==> src/rtl/alu_writeback_if.sv <==
// Result-in / register-write-out handshake bundle for alu_writeback.
// master = upstream ALU and register file side, slave = the writeback block.
interface alu_writeback_if;
    logic        res_valid;
    logic        res_ready;
    logic [63:0] res_data;
    logic [3:0]  res_sel;
    logic [4:0]  res_dest;
    logic        wb_valid;
    logic        wb_ready;
    logic [4:0]  wb_addr;
    logic [31:0] wb_data;

    modport master (
        output res_valid, res_data, res_sel, res_dest, wb_ready,
        input  res_ready, wb_valid, wb_addr, wb_data
    );

    modport slave (
        input  res_valid, res_data, res_sel, res_dest, wb_ready,
        output res_ready, wb_valid, wb_addr, wb_data
    );
endinterface

==> src/rtl/alu_writeback.sv <==
// ALU result writeback: HI/LO capture for mul/div, FIFO-buffered register writes otherwise.
// Optional WB_BYPASS_EN: an empty FIFO forwards an accepted result straight to wb_*.
module alu_writeback #(
    parameter int DEPTH = 4
) (
    input  logic                 clk,
    input  logic                 rst_n,
    alu_writeback_if.slave       bus,
    output logic [31:0]          hi,
    output logic [31:0]          lo,
    output logic [4:0]           count,
    output logic                 illegal_op
);

    localparam int         AW      = $clog2(DEPTH);
    localparam logic [4:0] DEPTH_C = 5'(DEPTH);

    logic [36:0]   mem_q [DEPTH];
    logic [AW-1:0] wr_ptr_q, wr_ptr_d;
    logic [AW-1:0] rd_ptr_q, rd_ptr_d;
    logic [4:0]    count_q, count_d;
    logic [31:0]   hi_q, hi_d;
    logic [31:0]   lo_q, lo_d;
    logic          illegal_q, illegal_d;

    logic accept;
    logic is_muldiv;
    logic is_illegal;
    logic push_type;
    logic push;
    logic pop;
    logic fifo_empty;

    assign fifo_empty = (count_q == 5'd0);
    assign is_muldiv  = (bus.res_sel == 4'b0011) || (bus.res_sel == 4'b0100);
    assign is_illegal = (bus.res_sel == 4'b0000) || (bus.res_sel == 4'b1111);
    assign push_type  = !is_muldiv && !is_illegal && (bus.res_dest != 5'd0);
    assign accept     = bus.res_valid && bus.res_ready;

    assign bus.res_ready = (count_q != DEPTH_C);

`ifdef WB_BYPASS_EN
    logic bypass_act;
    // A push-type result seen while empty is presented directly; it only lands
    // in the FIFO if the register file does not take it this cycle.
    assign bypass_act   = fifo_empty && accept && push_type;
    assign bus.wb_valid = !fifo_empty || bypass_act;
    assign bus.wb_addr  = fifo_empty ? bus.res_dest : mem_q[rd_ptr_q][36:32];
    assign bus.wb_data  = fifo_empty ? bus.res_data[31:0] : mem_q[rd_ptr_q][31:0];
    assign pop          = !fifo_empty && bus.wb_ready;
    assign push         = accept && push_type && !(bypass_act && bus.wb_ready);
`else
    assign bus.wb_valid = !fifo_empty;
    assign bus.wb_addr  = mem_q[rd_ptr_q][36:32];
    assign bus.wb_data  = mem_q[rd_ptr_q][31:0];
    assign pop          = bus.wb_valid && bus.wb_ready;
    assign push         = accept && push_type;
`endif

    always_comb begin
        wr_ptr_d  = wr_ptr_q;
        rd_ptr_d  = rd_ptr_q;
        hi_d      = hi_q;
        lo_d      = lo_q;
        illegal_d = illegal_q;
        count_d   = count_q + {4'd0, push} - {4'd0, pop};
        if (push) begin
            wr_ptr_d = wr_ptr_q + AW'(1);
        end
        if (pop) begin
            rd_ptr_d = rd_ptr_q + AW'(1);
        end
        if (accept && is_muldiv) begin
            hi_d = bus.res_data[63:32];
            lo_d = bus.res_data[31:0];
        end
        if (accept && is_illegal) begin
            illegal_d = 1'b1;
        end
    end

    always_ff @(posedge clk or negedge rst_n) begin
        if (!rst_n) begin
            wr_ptr_q  <= '0;
            rd_ptr_q  <= '0;
            count_q   <= '0;
            hi_q      <= '0;
            lo_q      <= '0;
            illegal_q <= 1'b0;
        end else begin
            wr_ptr_q  <= wr_ptr_d;
            rd_ptr_q  <= rd_ptr_d;
            count_q   <= count_d;
            hi_q      <= hi_d;
            lo_q      <= lo_d;
            illegal_q <= illegal_d;
        end
    end

    // Storage is not reset: contents are meaningless whenever count is zero.
    always_ff @(posedge clk) begin
        if (push) begin
            mem_q[wr_ptr_q] <= {bus.res_dest, bus.res_data[31:0]};
        end
    end

    assign hi         = hi_q;
    assign lo         = lo_q;
    assign count      = count_q;
    assign illegal_op = illegal_q;

endmodule

==> src/flat_wrapper.sv <==
// flat-port wrapper written by rule: the top's interface ports become plain ports
module alu_writeback_flat 
#(
    parameter int DEPTH = 4
)
  (clk, rst_n, hi, lo, count, illegal_op, bus_res_valid, bus_res_data, bus_res_sel, bus_res_dest, bus_wb_ready, bus_res_ready, bus_wb_valid, bus_wb_addr, bus_wb_data);
  alu_writeback_if bus_i ();
  input  logic clk;
  input  logic rst_n;
  output logic [31:0] hi;
  output logic [31:0] lo;
  output logic [4:0] count;
  output logic illegal_op;
  input wire logic [$bits(bus_i.res_valid)-1:0] bus_res_valid;
  input wire logic [$bits(bus_i.res_data)-1:0] bus_res_data;
  input wire logic [$bits(bus_i.res_sel)-1:0] bus_res_sel;
  input wire logic [$bits(bus_i.res_dest)-1:0] bus_res_dest;
  input wire logic [$bits(bus_i.wb_ready)-1:0] bus_wb_ready;
  output wire logic [$bits(bus_i.res_ready)-1:0] bus_res_ready;
  output wire logic [$bits(bus_i.wb_valid)-1:0] bus_wb_valid;
  output wire logic [$bits(bus_i.wb_addr)-1:0] bus_wb_addr;
  output wire logic [$bits(bus_i.wb_data)-1:0] bus_wb_data;
  assign bus_i.res_valid = bus_res_valid;
  assign bus_i.res_data = bus_res_data;
  assign bus_i.res_sel = bus_res_sel;
  assign bus_i.res_dest = bus_res_dest;
  assign bus_i.wb_ready = bus_wb_ready;
  assign bus_res_ready = bus_i.res_ready;
  assign bus_wb_valid = bus_i.wb_valid;
  assign bus_wb_addr = bus_i.wb_addr;
  assign bus_wb_data = bus_i.wb_data;
  alu_writeback #(.DEPTH(DEPTH)) u_core (.clk(clk), .rst_n(rst_n), .bus(bus_i), .hi(hi), .lo(lo), .count(count), .illegal_op(illegal_op));
endmodule
==> config.mk <==
export PLATFORM = sky130hd
export DESIGN_NAME = alu_writeback_flat
export DESIGN_NICKNAME = d
export VERILOG_FILES = /design/src/rtl/alu_writeback_if.sv /design/src/rtl/alu_writeback.sv /design/src/flat_wrapper.sv
export SDC_FILE = /design/constraint.sdc
export NUM_CORES = 1
export LEC_CHECK = 0
export ABC_AREA = 1
export CAP_MARGIN = 30
export CORE_MARGIN = 1.5
export CORE_UTILIZATION = 55
export CTS_CLUSTER_DIAMETER = 50
export DETAILED_ROUTE_END_ITERATION = 12
export GPL_TIMING_DRIVEN = 0
export PLACE_DENSITY = 0.82
export SLEW_MARGIN = 20
export SYNTH_ARGS = -nofsm -noshare
export SYNTH_HDL_FRONTEND = slang
export SYNTH_SLANG_ARGS = --single-unit
==> constraint.sdc <==
create_clock -name clk -period 6.4 [get_ports clk]
set_input_delay 0.64 -clock clk [delete_from_list [all_inputs] [get_ports clk]]
set_output_delay 0.64 -clock clk [all_outputs]
set_load 0.01 [all_outputs]
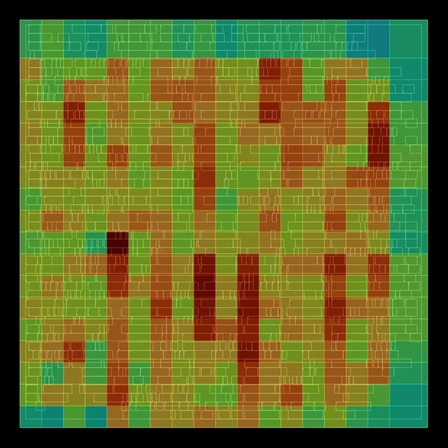
Figure 1: congestion heat map.
met3 global-route usage: 0.0714
Total GRT Usage: 0.265
most used routing layer: met2
GRT met1 Usage: 0.325
wire per inst: 18.4 um

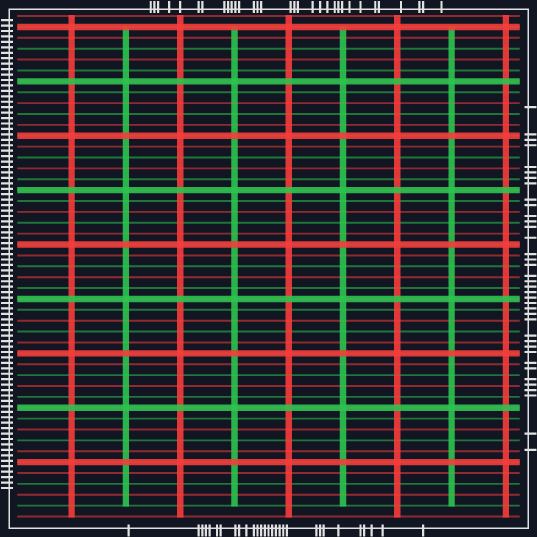
Figure 2: floorplan with the power grid.
Drawn at 4 px/um. Pins as bars on the die edge.
color	net
green	VDD
red	VSS
rows	46
met4 straps	9
die span in y: 129 um
worst vdd ir: 0.239 mV

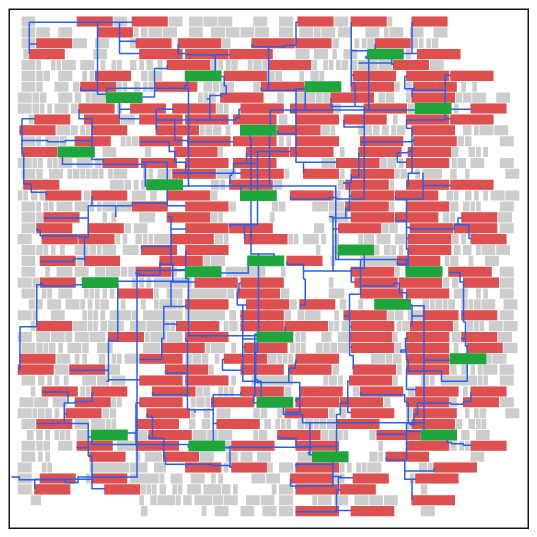
Figure 3: clock distribution.
Drawn at 4 px/um.
[blue] clock wires | length: 2,430 um
[red] flip-flops | count: 222
[green] clock drivers | count: 22
flops lie	spread over the die

==> qor.csv <==
metric,value,unit
Final min period,3240,ps
CP endpoint,bus_wb_data[17],
RR Endpoint,u_core.count[4],
post-synthesis cell area,8780,um2
Yosys Warn Count,0,
Final Power,5.07,mW
sequential cells,222,
clock root buffer master,clkbuf_16,
P_clk,1.30,mW
post_cts resized,0,
# clk buffers,38,
Pins Over Slew Limit,0,
most numerous logic cell after layout,clkdlybuf4s50_1,
Worst setup startpoint,u_core.rd_ptr_q[1],
Seq power,1.96,mW
outcome,finished clean,
"Net count, final",1036,
CTS buffer count,22,
Detailed Routing Iterations Pass 1,5,
CP endpoint kind,output port,
DP Wirelength,14.1,mm
post-synth net total,822,
flop share of the area,0.533,
Top Layout Cells,"184 x clkdlybuf4s50_1, 148 x nand2_1, 148 x edfxtp_1, 85 x nor2_1, 74 x dfrtp_1",
Biggest consumer,registers,
pre-CTS WS,3040,ps
vias in the first global route,6546,
non-clock inverter total of the final layout,29,
YS chip area,8780,um2
core area,15700,um2
GR Overflow Total,0,
"CTS clk-pin slew, worst paths",60,ps
number of synthesized flops with an enable pin,148,
largest net degree at the start of global routing,55,
"Data arrival, critical path",2600,ps
Max-area cell class,sequential cells,
Die Size,16700,um2
# Cells Yosys,734,
clk buf depth,3,
CP Class,register to output port,
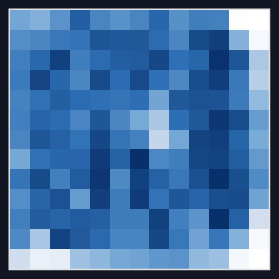
Figure 4: cell area per tile.
Drawn at 2 px/um. The die is cut into 13 by 13 equal tiles; white is low, dark blue is high, 0 to 100% covered.
tiles over 75% full	46%
nearly empty tiles	1.8%
mean over tiles	69%
fullest tile	100%
Layout Utilization: 0.752
initial core utilization: 0.559

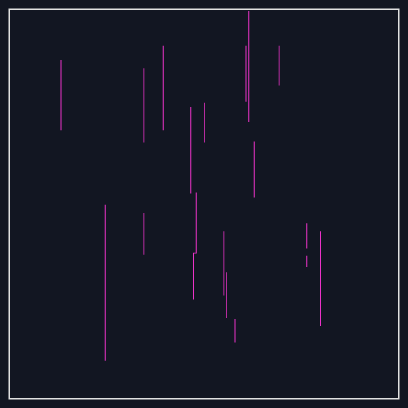
Figure 5: M4 wires.
Drawn at 3 px/um.
wire length on this layer	391 um
nets with wire on the layer	12
longest straight run	51.7 um
main direction	vertical
routed wire length: 21.7 mm
total number of vias: 6,362

## Yosys cell counts (2+ instances only)
library cell	instances	area (um2)
xnor2_1	2	17.5
inv_1	27	101
xor2_1	2	17.5
o21ai_1	14	70.1
nand3_1	66	330
nand2_1	148	556
buf_6	13	146
clkbuf_1	13	48.8
nor2_1	89	334
nand2_2	2	12.5
buf_2	9	45.0
ha_1	10	125
inv_2	2	7.51
edfxtp_1	148	4440
dfrtp_1	74	1850
o22ai_1	37	231
o21ai_0	63	315
buf_4	6	45.0
## routing by layer
metal | global-route usage | up-vias | part of all wire | routed length, um
met5 | 0 | - | 0 | 0
met1 | 0.325 | 3064 | 0.40 | 8680
li1 | - | 2971 | - | -
met3 | 0.0714 | 39 | 0.089 | 1930
met2 | 0.464 | 288 | 0.49 | 10700
met4 | 0.0747 | 0 | 0.018 | 391
## flip-flops by register name, indices dropped and copies added (netlist names)
name,cells
u_core.lo,32
u_core.illegal_op,1
u_core.count,5
u_core.rd_ptr_q,2
u_core.hi,32
u_core.mem_q,148
u_core.wr_ptr_q,2
## metrics by stage
step	hold slack, ps	cell area (um2)	utilization
after floorplan	344	8780	-
after global placement	439	10900	0.694
after detailed placement	446	11100	0.704
after CTS	30.3	11800	0.752
after global routing	47.9	11800	0.752
final	35.3	11800	0.752
## critical path: cells and delay by family (launching register included)
family	cells	cell delay, ps
AND-OR/OR-AND	2	390
buffers and inverters	4	1310
flip-flops	1	400
## logic make-up (layout without fill, tap and decap cells)
family                   after synthesis  after routing  share of synthesized area
XOR/XNOR                               4              4                    0.00399
flip-flops                           222            222                      0.717
adder cells (fa/ha/maj)               11             11                     0.0165
buffers and inverters                 73            303                     0.0476
AND-OR/OR-AND                        116            116                     0.0717
AND/OR/NAND/NOR                      308            308                      0.143
Power and IR drop assume default switching activity.
